===== config.mk =====
export PLATFORM = sky130hd
export DESIGN_NAME = fp_sqrt_iter
export DESIGN_NICKNAME = d
export VERILOG_FILES = /design/src/rtl/fp_pkg.sv /design/src/rtl/fp_lzc.sv /design/src/rtl/fp_sqrt_iter.sv
export SDC_FILE = /design/constraint.sdc
export NUM_CORES = 1
export LEC_CHECK = 0
export CAP_MARGIN = 20
export CORE_UTILIZATION = 40
export CTS_BUF_LIST = sky130_fd_sc_hd__clkbuf_16
export CTS_CLUSTER_DIAMETER = 120
export CTS_CLUSTER_SIZE = 30
export DETAILED_ROUTE_END_ITERATION = 6
export PLACE_DENSITY = 0.61
export SLEW_MARGIN = 5
export SYNTH_ARGS = -nofsm -noshare
export SYNTH_HDL_FRONTEND = slang
export SYNTH_SLANG_ARGS = --single-unit
export TNS_END_PERCENT = 5

===== constraint.sdc =====
create_clock -name clk -period 6.08 [get_ports clk]
set_input_delay 0.912 -clock clk [delete_from_list [all_inputs] [get_ports clk]]
set_output_delay 0.912 -clock clk [all_outputs]
set_load 0.05 [all_outputs]

===== src/rtl/fp_pkg.sv =====
// -----------------------------------------------------------------------------
// fp_pkg -- shared types and helpers for the iterative floating-point square
// root unit.
//
//   state_e   : control states of the sequencer (IDLE, NORM, ITER, ROUND, DONE)
//   class_e   : operand classification produced during normalisation
//   fp_bias   : exponent bias for a given exponent width
//   fp_qnan   : canonical quiet NaN bit pattern (sign 0, exponent all ones,
//               fraction MSB set) for a given format, LSB-aligned in 64 bits
// -----------------------------------------------------------------------------
package fp_pkg;

  typedef enum logic [2:0] {
    S_IDLE,
    S_NORM,
    S_ITER,
    S_ROUND,
    S_DONE
  } state_e;

  typedef enum logic [2:0] {
    C_ZERO,
    C_SUBNORM,
    C_NORMAL,
    C_INF,
    C_QNAN,
    C_SNAN
  } class_e;

  function automatic int fp_bias(input int exp_w);
    return (1 << (exp_w - 1)) - 1;
  endfunction

  function automatic logic [63:0] fp_qnan(input int exp_w, input int man_w);
    logic [63:0] v;
    v = ((64'd1 << exp_w) - 64'd1) << man_w;
    v = v | (64'd1 << (man_w - 1));
    return v;
  endfunction

endpackage


===== src/rtl/fp_lzc.sv =====
// -----------------------------------------------------------------------------
// fp_lzc -- combinational leading-zero counter.
//
//   in_i  [WIDTH-1:0] : value to scan, MSB first
//   cnt_o [CNT_W-1:0] : number of zeros above the most significant one;
//                       WIDTH when in_i is all zeros
// -----------------------------------------------------------------------------
module fp_lzc #(
  parameter int WIDTH = 23,
  parameter int CNT_W = $clog2(WIDTH + 1)
) (
  input  logic [WIDTH-1:0] in_i,
  output logic [CNT_W-1:0] cnt_o
);

  logic found;

  // NOTE: every signal written in an always_comb gets a value before any
  // condition; a path that leaves it unassigned would infer a latch.
  always_comb begin
    cnt_o = CNT_W'(WIDTH);
    found = 1'b0;
    for (int i = WIDTH - 1; i >= 0; i--) begin
      if (!found && in_i[i]) begin
        cnt_o = CNT_W'(WIDTH - 1 - i);
        found = 1'b1;
      end
    end
  end

endmodule


===== src/rtl/fp_sqrt_iter.sv =====
// -----------------------------------------------------------------------------
// fp_sqrt_iter -- iterative IEEE-754 square root, round-to-nearest-even.
// One operation in flight; fixed latency of MAN_W+4 cycles from accept to
// out_valid, specials included.
//
//   clk, rst_n       : clock, asynchronous active-low reset
//   in_valid/in_ready: operand handshake (in_ready only in IDLE)
//   operand_1 [W]    : {sign, exponent, fraction}
//   out_valid/out_ready : result handshake; result and flags held while stalled
//   result [W]       : square root
//   flag_invalid     : sNaN, -inf or negative non-zero operand
//   flag_inexact     : rounded result differs from the exact root
// -----------------------------------------------------------------------------
module fp_sqrt_iter
  import fp_pkg::*;
#(
  parameter  int EXP_W = 8,
  parameter  int MAN_W = 23,
  localparam int W     = 1 + EXP_W + MAN_W
) (
  input  logic         clk,
  input  logic         rst_n,
  input  logic         in_valid,
  output logic         in_ready,
  input  logic [W-1:0] operand_1,
  output logic         out_valid,
  input  logic         out_ready,
  output logic [W-1:0] result,
  output logic         flag_invalid,
  output logic         flag_inexact
);

  // Significand of the radicand and of the root: 1 integer + MAN_W fraction
  // + 1 extra bit (radicand: odd-exponent headroom; root: guard bit).
  localparam int SIG_W = MAN_W + 2;
  localparam int RAD_W = 2 * SIG_W;
  localparam int REM_W = MAN_W + 4;
  localparam int CNT_W = $clog2(MAN_W + 3);
  localparam int LZ_W  = $clog2(MAN_W + 1);
  localparam int EW    = EXP_W + LZ_W + 2;

  localparam logic signed [EW-1:0] BIAS_S   = EW'(fp_bias(EXP_W));
  localparam logic [W-1:0]         QNAN     = W'(fp_qnan(EXP_W, MAN_W));
  localparam logic [EXP_W-1:0]     EXP_ONES = '1;
  localparam logic [CNT_W-1:0]     LAST_IT  = CNT_W'(MAN_W + 1);

  state_e                 state_q, state_d;
  logic [W-1:0]           op_q, op_d;
  class_e                 cls_q, cls_d;
  logic                   sign_q, sign_d;
  logic signed [EW-1:0]   exp_q, exp_d;
  logic [RAD_W-1:0]       rad_q, rad_d;
  logic [REM_W-1:0]       rem_q, rem_d;
  logic [SIG_W-1:0]       root_q, root_d;
  logic [CNT_W-1:0]       cnt_q, cnt_d;
  logic [W-1:0]           result_q, result_d;
  logic                   inv_q, inv_d;
  logic                   inx_q, inx_d;

  // ---------------------------------------------------------------------------
  // Unpack, classify and normalise the registered operand
  // ---------------------------------------------------------------------------
  logic                 op_sign;
  logic [EXP_W-1:0]     op_exp;
  logic [MAN_W-1:0]     op_frac;
  logic [LZ_W-1:0]      frac_lz;
  class_e               op_cls;
  logic [MAN_W:0]       sig_n;
  logic signed [EW-1:0] e_n;
  logic                 e_odd;
  logic [SIG_W-1:0]     sig_even;
  logic signed [EW-1:0] e_even;

  assign op_sign = op_q[W-1];
  assign op_exp  = op_q[W-2:MAN_W];
  assign op_frac = op_q[MAN_W-1:0];

  fp_lzc #(
    .WIDTH (MAN_W),
    .CNT_W (LZ_W)
  ) u_lzc (
    .in_i  (op_frac),
    .cnt_o (frac_lz)
  );

  always_comb begin
    op_cls = C_NORMAL;
    if (op_exp == '0) begin
      op_cls = (op_frac == '0) ? C_ZERO : C_SUBNORM;
    end else if (op_exp == EXP_ONES) begin
      if (op_frac == '0)          op_cls = C_INF;
      else if (op_frac[MAN_W-1])  op_cls = C_QNAN;
      else                        op_cls = C_SNAN;
    end
  end

  always_comb begin
    if (op_exp == '0) begin
      // Shift the leading one of a subnormal fraction up into the hidden-bit
      // position; the value is then 1.f * 2^(-BIAS - lz).
      sig_n = ({1'b0, op_frac} << frac_lz) << 1;
      e_n   = -BIAS_S - EW'(frac_lz);
    end else begin
      sig_n = {1'b1, op_frac};
      e_n   = EW'(op_exp) - BIAS_S;
    end
  end

  // An odd exponent is made even by doubling the significand; clearing bit 0
  // of an odd two's-complement number is the same as subtracting one.
  assign e_odd    = e_n[0];
  assign sig_even = e_odd ? {sig_n, 1'b0} : {1'b0, sig_n};
  assign e_even   = {e_n[EW-1:1], 1'b0};

  // ---------------------------------------------------------------------------
  // One restoring root step: bring down two radicand bits, try q*4+1
  // ---------------------------------------------------------------------------
  logic [REM_W-1:0] rem_sh;
  logic [REM_W-1:0] trial;
  logic             take;
  logic [REM_W-1:0] rem_next;

  assign rem_sh   = {rem_q[REM_W-3:0], rad_q[RAD_W-1:RAD_W-2]};
  assign trial    = {root_q, 2'b01};
  assign take     = (rem_sh >= trial);
  assign rem_next = take ? (rem_sh - trial) : rem_sh;

  // ---------------------------------------------------------------------------
  // Rounding of the finite result
  // ---------------------------------------------------------------------------
  logic                 guard;
  logic                 sticky;
  logic                 rnd_up;
  logic [MAN_W:0]       frac_sum;
  logic                 carry;
  logic signed [EW-1:0] exp_half;
  logic [EXP_W-1:0]     res_exp;
  logic [W-1:0]         fin_result;

  assign guard    = root_q[0];
  assign sticky   = (rem_q != '0);
  assign rnd_up   = guard & (sticky | root_q[1]);
  assign frac_sum = {1'b0, root_q[MAN_W:1]} + (MAN_W + 1)'(rnd_up);
  assign carry    = frac_sum[MAN_W];
  // Kept as its own signed signal so the shift stays arithmetic.
  assign exp_half = exp_q >>> 1;
  assign res_exp  = EXP_W'(exp_half + BIAS_S + EW'(carry));
  // On carry-out the fraction bits are all zero, which is the correct 1.0.
  assign fin_result = {1'b0, res_exp, frac_sum[MAN_W-1:0]};

  // ---------------------------------------------------------------------------
  // Sequencer and datapath next state
  // ---------------------------------------------------------------------------
  always_comb begin
    state_d  = state_q;
    op_d     = op_q;
    cls_d    = cls_q;
    sign_d   = sign_q;
    exp_d    = exp_q;
    rad_d    = rad_q;
    rem_d    = rem_q;
    root_d   = root_q;
    cnt_d    = cnt_q;
    result_d = result_q;
    inv_d    = inv_q;
    inx_d    = inx_q;

    case (state_q)
      S_IDLE: begin
        if (in_valid) begin
          op_d    = operand_1;
          state_d = S_NORM;
        end
      end

      S_NORM: begin
        cls_d   = op_cls;
        sign_d  = op_sign;
        exp_d   = e_even;
        rad_d   = {sig_even, {SIG_W{1'b0}}};
        rem_d   = '0;
        root_d  = '0;
        cnt_d   = '0;
        state_d = S_ITER;
      end

      S_ITER: begin
        rad_d  = rad_q << 2;
        rem_d  = rem_next;
        root_d = {root_q[SIG_W-2:0], take};
        cnt_d  = cnt_q + CNT_W'(1);
        if (cnt_q == LAST_IT) state_d = S_ROUND;
      end

      S_ROUND: begin
        inv_d = 1'b0;
        inx_d = 1'b0;
        case (cls_q)
          C_ZERO: result_d = {sign_q, {(W-1){1'b0}}};
          C_INF: begin
            result_d = sign_q ? QNAN : {1'b0, EXP_ONES, {MAN_W{1'b0}}};
            inv_d    = sign_q;
          end
          C_QNAN: result_d = QNAN;
          C_SNAN: begin
            result_d = QNAN;
            inv_d    = 1'b1;
          end
          default: begin
            if (sign_q) begin
              result_d = QNAN;
              inv_d    = 1'b1;
            end else begin
              result_d = fin_result;
              inx_d    = guard | sticky;
            end
          end
        endcase
        state_d = S_DONE;
      end

      S_DONE: begin
        if (out_ready) state_d = S_IDLE;
      end

      default: state_d = S_IDLE;
    endcase
  end

  // NOTE: state registers use non-blocking assignments so every register
  // samples the values from before the edge, independent of statement order.
  always_ff @(posedge clk or negedge rst_n) begin
    if (!rst_n) begin
      state_q  <= S_IDLE;
      op_q     <= '0;
      cls_q    <= C_ZERO;
      sign_q   <= 1'b0;
      exp_q    <= '0;
      rad_q    <= '0;
      rem_q    <= '0;
      root_q   <= '0;
      cnt_q    <= '0;
      result_q <= '0;
      inv_q    <= 1'b0;
      inx_q    <= 1'b0;
    end else begin
      state_q  <= state_d;
      op_q     <= op_d;
      cls_q    <= cls_d;
      sign_q   <= sign_d;
      exp_q    <= exp_d;
      rad_q    <= rad_d;
      rem_q    <= rem_d;
      root_q   <= root_d;
      cnt_q    <= cnt_d;
      result_q <= result_d;
      inv_q    <= inv_d;
      inx_q    <= inx_d;
    end
  end

  assign in_ready     = (state_q == S_IDLE);
  assign out_valid    = (state_q == S_DONE);
  assign result       = result_q;
  assign flag_invalid = inv_q;
  assign flag_inexact = inx_q;

endmodule

clk_routes.png
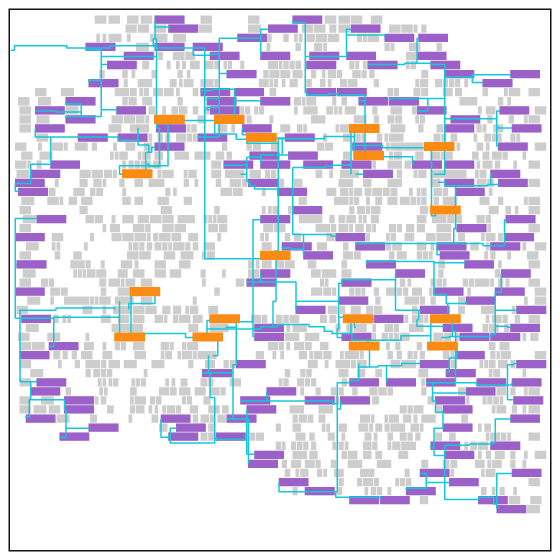
Purple shows flip-flops, count 163. Orange shows clock drivers, count 17. Cyan shows clock wires, length 2,350 um.
There are 18 routed clock nets.

flops_by_reg.png
The bar under the picture is 50 um long.
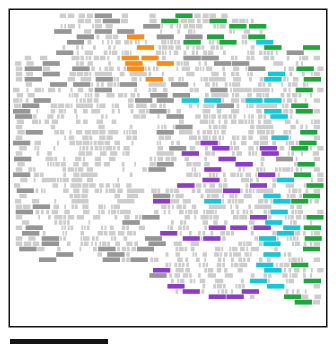
Orange shows exp_q, placed flops 8, where north. Cyan shows root_q, placed flops 25. Green shows result, placed flops 32. Purple shows rem_q, placed flops 27.
Another 71 sequential cells are not coloured.

==> results.yml <==
# flow metrics
critical_path:
  cpMaxStageDelayCell: "and4_1"
  crit_arrival_ns: 4.54
  worst-path-max-fanout: 24
  cpMostUsedCell: "mux2i_1"
  crit_family: "AND-OR/OR-AND gates"
  crit_end: "rad_q[48]$_DFFE_PN0P_"
sta:
  slew_viol_final: 0
  finalWorstSetupSlack_ns: 1.862
  period_minus_slack_ns: 4.218
  fin_crit_sh_pct: 69.38
  slew_headroom_pct: 24.89
  worst_pin_slew_ns: 1.127
  final.setup.tns_ns: 0
outcome:
  status: "finished, final reports clean"
floorplanning:
  fp.dieW_um: 162.0
  core_um2: 25180
route:
  drt_first_pass_iters: 7
  vias: 9048
power:
  seq_power_share_pct: 27.0
  p_total_w: 0.007391
  power.share.switching_pct: 49.60
  pg_comb_w: 0.00425
  power.group.top: "combinational logic"
  ir_worst_vdd_mv: 0.2761
  p_leak_nw: 5.004
  switchingPower_w: 0.003666
synthesis:
  yosys-stat-area_um2: 10240
  avgSynthCellArea_um2: 8.860
  yosys.cell_types.count: 70
  floorplan.nets: 1228
  ys_cells: 1156
  yosysWarnings: 0
global_route:
  grt_pass1_wl_mm: 47.40
  grt_antenna_before_repair: 0
  gr-usage-met3_pct: 3.703
  gr-max-usage-layer: "met2"
cts:
  clk_pin_slew_ns: 0.08
  cts_max_path_buffers: 2
  cts_tree: "done"
  postCtsSetupRepairBufs: 0
finish:
  layout_top_cells: "dfrtp_1 (163), nand2_1 (136), o21ai_0 (89)"
  drive_gt1_share_pct: 7.368
  final_nets: 1267
  design_area_um2: 11870
placed_design:
  dp_slack_ns: 1.974
  dp.final_hpwl_mm: 20.38
  placed_area_um2: 11160
[worst min path at each step]
stage	startpoint	to	slack (ns)
after global routing	rst_n	result[7]$_DFFE_PN0P_	0.34
final	rst_n	result[7]$_DFFE_PN0P_	0.34
after CTS	rst_n	result[7]$_DFFE_PN0P_	0.34
after global placement	op_q[31]$_DFFE_PN0P_	sign_q$_DFFE_PN0P_	0.45
after floorplan	op_q[31]$_DFFE_PN0P_	sign_q$_DFFE_PN0P_	0.43
after detailed placement	op_q[31]$_DFFE_PN0P_	sign_q$_DFFE_PN0P_	0.46
[final cells by class]
type,count,area [um^2]
clock buffers,17,425.4
flip-flops and latches,163,4079
multi-input cells,876,5677
fillers,2431,13320
repair buffers,88,877.1
clock inverters,15,210.2
well taps,330,412.9
inverters,49,185.2
Power figures rest on the tool's default switching activity, not on a simulated workload.
